### src/rtl/aes_iter_encrypt.sv
// aes_iter_encrypt: iterative AES-128/192/256 encryption, one round per clock.
// Optional `AES_KEY_LATCH_EN: capture the key schedule on accept so the source may change mid-block.
module aes_iter_encrypt #(
  parameter int unsigned NK = 4
) (
  input  logic                      clk,
  input  logic                      rst,
  input  logic                      in_valid,
  output logic                      in_ready,
  input  logic [127:0]              d_in,
  input  logic [0:4*(NK+7)-1][31:0] key_schedule,
  output logic                      out_valid,
  input  logic                      out_ready,
  output logic [127:0]              d_out,
  output logic                      busy
);
  localparam int unsigned NR = NK + 6;
  localparam int unsigned NW = 4 * (NR + 1);
  localparam int unsigned RW = $clog2(NR + 1);

  typedef logic [0:15][7:0] blk_t;
  typedef enum logic [1:0] {IDLE, ROUND, DONE} state_t;

  if (!(NK == 4 || NK == 6 || NK == 8)) begin : g_bad_nk
    $error("aes_iter_encrypt: NK must be 4, 6 or 8");
  end

  function automatic logic [7:0] xtime(input logic [7:0] a);
    return {a[6:0], 1'b0} ^ (a[7] ? 8'h1b : 8'h00);
  endfunction

  function automatic logic [7:0] gf_mul(input logic [7:0] a, input logic [7:0] b);
    logic [7:0] p;
    logic [7:0] x;
    p = 8'h00;
    x = a;
    for (int i = 0; i < 8; i++) begin
      if (b[3'(i)]) p = p ^ x;
      x = xtime(x);
    end
    return p;
  endfunction

  // S-box as GF(2^8) inverse (x^254 by square-and-multiply) followed by the affine map
  function automatic logic [7:0] sbox(input logic [7:0] x);
    logic [7:0] x2, x3, x12, x15, x240, v;
    x2   = gf_mul(x, x);
    x3   = gf_mul(x2, x);
    x12  = gf_mul(gf_mul(x3, x3), gf_mul(x3, x3));
    x15  = gf_mul(x12, x3);
    x240 = x15;
    for (int i = 0; i < 4; i++) x240 = gf_mul(x240, x240);
    v = gf_mul(gf_mul(x240, x12), x2);
    return v ^ {v[6:0], v[7]} ^ {v[5:0], v[7:6]} ^ {v[4:0], v[7:5]} ^ {v[3:0], v[7:4]} ^ 8'h63;
  endfunction

  function automatic blk_t sub_bytes(input blk_t s);
    blk_t o;
    for (int i = 0; i < 16; i++) o[4'(i)] = sbox(s[4'(i)]);
    return o;
  endfunction

  // Byte 4c+r is row r, column c; row r rotates left by r columns
  function automatic blk_t shift_rows(input blk_t s);
    blk_t o;
    for (int c = 0; c < 4; c++)
      for (int r = 0; r < 4; r++)
        o[4'(4 * c + r)] = s[4'(4 * ((c + r) % 4) + r)];
    return o;
  endfunction

  function automatic blk_t mix_columns(input blk_t s);
    blk_t o;
    logic [7:0] a0, a1, a2, a3;
    for (int c = 0; c < 4; c++) begin
      a0 = s[4'(4 * c)];
      a1 = s[4'(4 * c + 1)];
      a2 = s[4'(4 * c + 2)];
      a3 = s[4'(4 * c + 3)];
      o[4'(4 * c)]     = xtime(a0) ^ xtime(a1) ^ a1 ^ a2 ^ a3;
      o[4'(4 * c + 1)] = a0 ^ xtime(a1) ^ xtime(a2) ^ a2 ^ a3;
      o[4'(4 * c + 2)] = a0 ^ a1 ^ xtime(a2) ^ xtime(a3) ^ a3;
      o[4'(4 * c + 3)] = xtime(a0) ^ a0 ^ a1 ^ a2 ^ xtime(a3);
    end
    return o;
  endfunction

  state_t              state;
  logic [RW-1:0]       rnd;
  blk_t                st;
  blk_t                sb, sr, mc;
  logic [0:NW-1][31:0] ks_use;
  logic [127:0]        rkeys [NR+1];
  logic [127:0]        rk, round_out, final_out, init_out;
  logic                accept;

  assign in_ready = (state == IDLE) || (state == DONE && out_ready);
  assign accept   = in_valid && in_ready;

`ifdef AES_KEY_LATCH_EN
  logic [0:NW-1][31:0] key_q;

  // Private copy of the schedule for the block in flight
  always_ff @(posedge clk) begin
    if (accept) key_q <= key_schedule;
  end
  assign ks_use = key_q;
`else
  assign ks_use = key_schedule;
`endif

  for (genvar g = 0; g <= NR; g++) begin : g_rk
    assign rkeys[g] = {ks_use[4*g], ks_use[4*g+1], ks_use[4*g+2], ks_use[4*g+3]};
  end

  assign sb        = sub_bytes(st);
  assign sr        = shift_rows(sb);
  assign mc        = mix_columns(sr);
  assign rk        = rkeys[rnd];
  assign round_out = mc ^ rk;
  assign final_out = sr ^ rk;
  // Whitening always uses the live schedule: the latched copy is only written on this edge
  assign init_out  = d_in ^ {key_schedule[0], key_schedule[1], key_schedule[2], key_schedule[3]};

  always_ff @(posedge clk) begin
    if (rst) begin
      state     <= IDLE;
      rnd       <= '0;
      st        <= '0;
      d_out     <= '0;
      out_valid <= 1'b0;
      busy      <= 1'b0;
    end else if (accept) begin
      st        <= init_out;
      rnd       <= RW'(1);
      busy      <= 1'b1;
      out_valid <= 1'b0;
      state     <= ROUND;
    end else begin
      case (state)
        ROUND: begin
          if (rnd == RW'(NR)) begin
            d_out     <= final_out;
            out_valid <= 1'b1;
            busy      <= 1'b0;
            state     <= DONE;
          end else begin
            st  <= round_out;
            rnd <= rnd + RW'(1);
          end
        end
        DONE: begin
          if (out_ready) begin
            out_valid <= 1'b0;
            state     <= IDLE;
          end
        end
        default: ;
      endcase
    end
  end

endmodule

### config.mk
export PLATFORM = sky130hd
export DESIGN_NAME = aes_iter_encrypt
export DESIGN_NICKNAME = d
export VERILOG_FILES = /design/src/rtl/aes_iter_encrypt.sv
export SDC_FILE = /design/constraint.sdc
export NUM_CORES = 2
export LEC_CHECK = 0
export CAP_MARGIN = 0
export CORE_AREA = 2 2 655 657
export CTS_CLUSTER_DIAMETER = 60
export CTS_CLUSTER_SIZE = 28
export DETAILED_ROUTE_END_ITERATION = 7
export DIE_AREA = 0 0 657 659
export SYNTH_ARGS = -nofsm -noshare
export SYNTH_HDL_FRONTEND = slang
export SYNTH_SLANG_ARGS = --single-unit
### constraint.sdc
create_clock -name clk -period 18.9 [get_ports clk]
set_clock_uncertainty 0.05 [all_clocks]
set_input_delay 3.78 -clock clk [delete_from_list [all_inputs] [get_ports clk]]
set_output_delay 3.78 -clock clk [all_outputs]
set_load 0.01 [all_outputs]
Sequential cells grouped by signal name:
Other sequential cells in the stronger grey, the rest of the logic in the fainter grey.
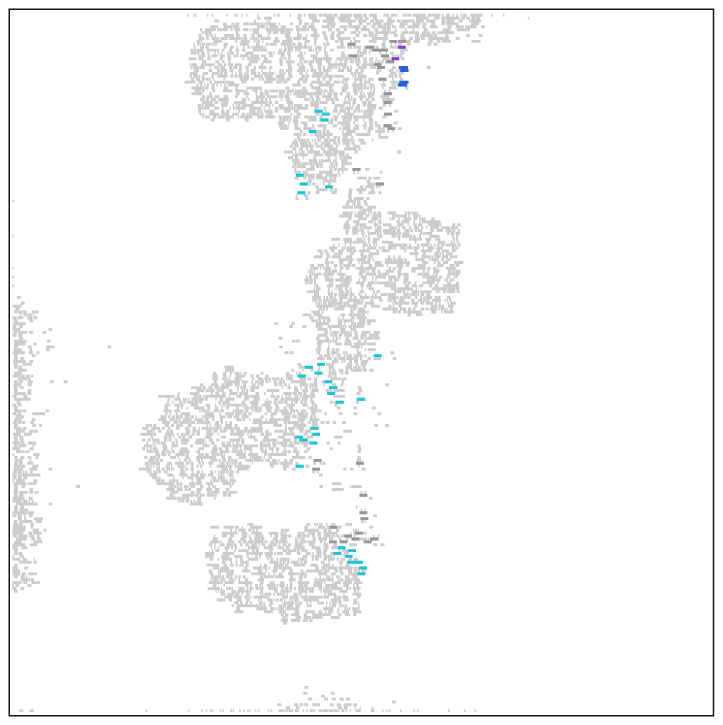
Key: `state` = purple [flops 2]; `rnd` = blue [flops 4, where top centre]; `st` = cyan [flops 32, where a vertical strip down the middle]
final core utilization: 0.1177
Seq/total area: 0.02866
Register Area: 1436 um2

M3 wires:
The bar under the picture is 200 um long.
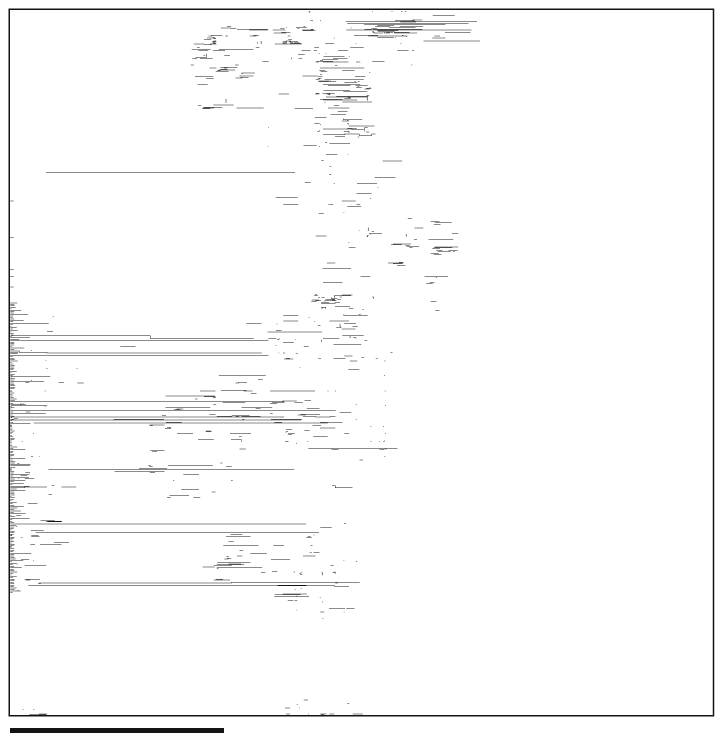
The layer carries 10400 um of wire. The wires run mostly horizontal. The longest straight run is 304 um. 632 nets have wire on it.

==> impl_metrics.csv <==
group,metric,value,unit
outcome,status,"finished clean",
sta,finalHoldViolCount,0,
run,tool_warnings,1027,
placement,place.port_buffers,438,
clock_tree,postCtsSetupBuffers,0,
sta,rsz0062_at_grt,"no",
clock_tree,clk_latency,0.40,ns
sta,finalClockPeriodUsage,0.9346,
synthesis,edf_count,0,
floorplanning,core,425800,um2
layout,area_delta_synth_final,29.58,%
synthesis,synthArstFlopShare,0,
layout,final_layout_size_suffix_gt1_frac,0.09732,
floorplanning,die-area,433000,um2
layout,fin_cells,10968,
route,wl_met1,73580,um
layout,final_area,50110,um2
layout,nets,6814,
route,wl_met3,10430,um
sta,slew_viol_final,0,
floorplanning,fp_util,0.09082,
Met2 routing:
Cells faint in the background.
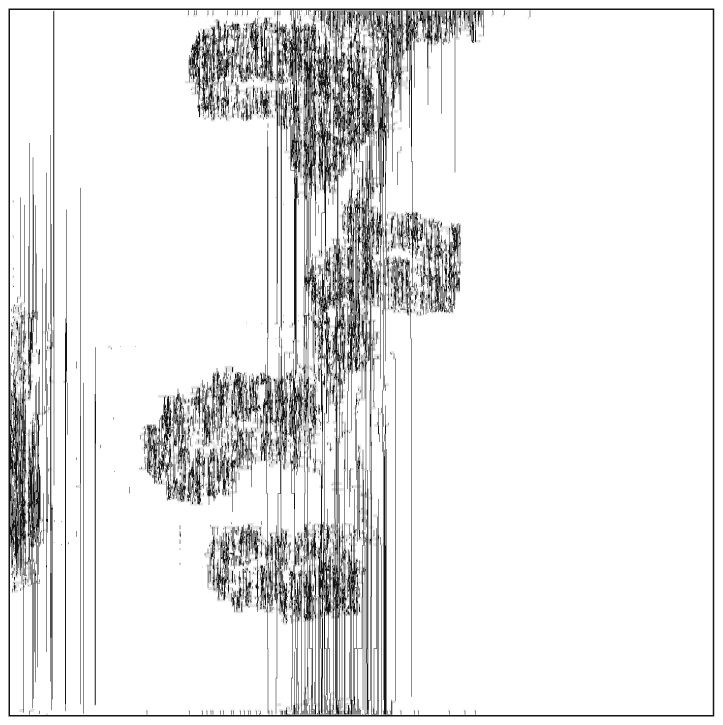
4785 nets have wire on it. The layer carries 84.9 mm of wire.
met2 usage: 0.1315
final WL: 179900 um
Via Count: 37887

Congestion heat map:
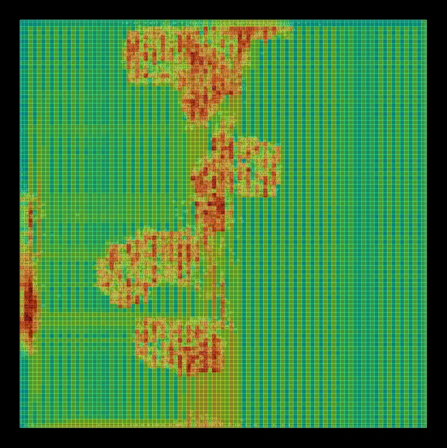
GRT Max-Usage Layer: met2
met3 usage: 0.01301
Tot GR Track Use: 0.07921
wire per inst: 16.40 um

area by class of cell:
| cell class | instances | area (um2) |
|---|---|---|
| repair buffers | 551 | 5243 |
| well taps | 5687 | 7116 |
| inverters | 94 | 352.8 |
| flip-flops and latches | 71 | 1436 |
| clock inverters | 6 | 91.34 |
| diodes | 51 | 127.6 |
| multi-input cells | 4498 | 35510 |
| fillers | 49353 | 375700 |
| clock buffers | 10 | 239.0 |
cells in the final DEF, fill, tap and decap left out, types with 49 or more instances in the layout:
cell             count
a211oi_1           106
xor2_1             252
nand3_1            128
a21oi_1            218
diode_2             51
nor2_1             581
xnor2_2             66
xnor2_1            613
ha_1                49
dfxtp_1             65
buf_4              113
o211ai_1            76
clkdlybuf4s50_1    437
inv_1               83
mux4_2              66
conb_1              96
xnor3_1            166
and3_1              52
o21ai_0            127
and2_1              63
mux2i_1            165
nor3_1             142
nand2_1            486
final timing paths:
kind	start	end	cells past startpoint
max reg2reg	st[85]$_SDFFE_PP0P_	d_out[112]$_SDFFE_PP0P_	59
min	d_out[69]$_SDFFE_PP0P_	d_out[69]$_SDFFE_PP0P_	2
min reg2reg	d_out[69]$_SDFFE_PP0P_	d_out[69]$_SDFFE_PP0P_	2
max	st[85]$_SDFFE_PP0P_	d_out[112]$_SDFFE_PP0P_	59
worst max-delay path: cells and delay by family (launching register included):
family | cells | cell delay (ns)
AND/OR/NAND/NOR | 16 | 4.14
multiplexers | 1 | 0.26
XOR/XNOR | 16 | 5.59
buffers and inverters | 4 | 0.60
AND-OR/OR-AND | 18 | 4.77
flip-flops | 1 | 0.86
adder cells (fa/ha/maj) | 4 | 1.21
state kept, by name (all words and copies together) (netlist names):
| signal | flops |
|---|---|
| busy | 1 |
| d_out | 32 |
| rnd | 4 |
| st | 32 |
| state | 2 |
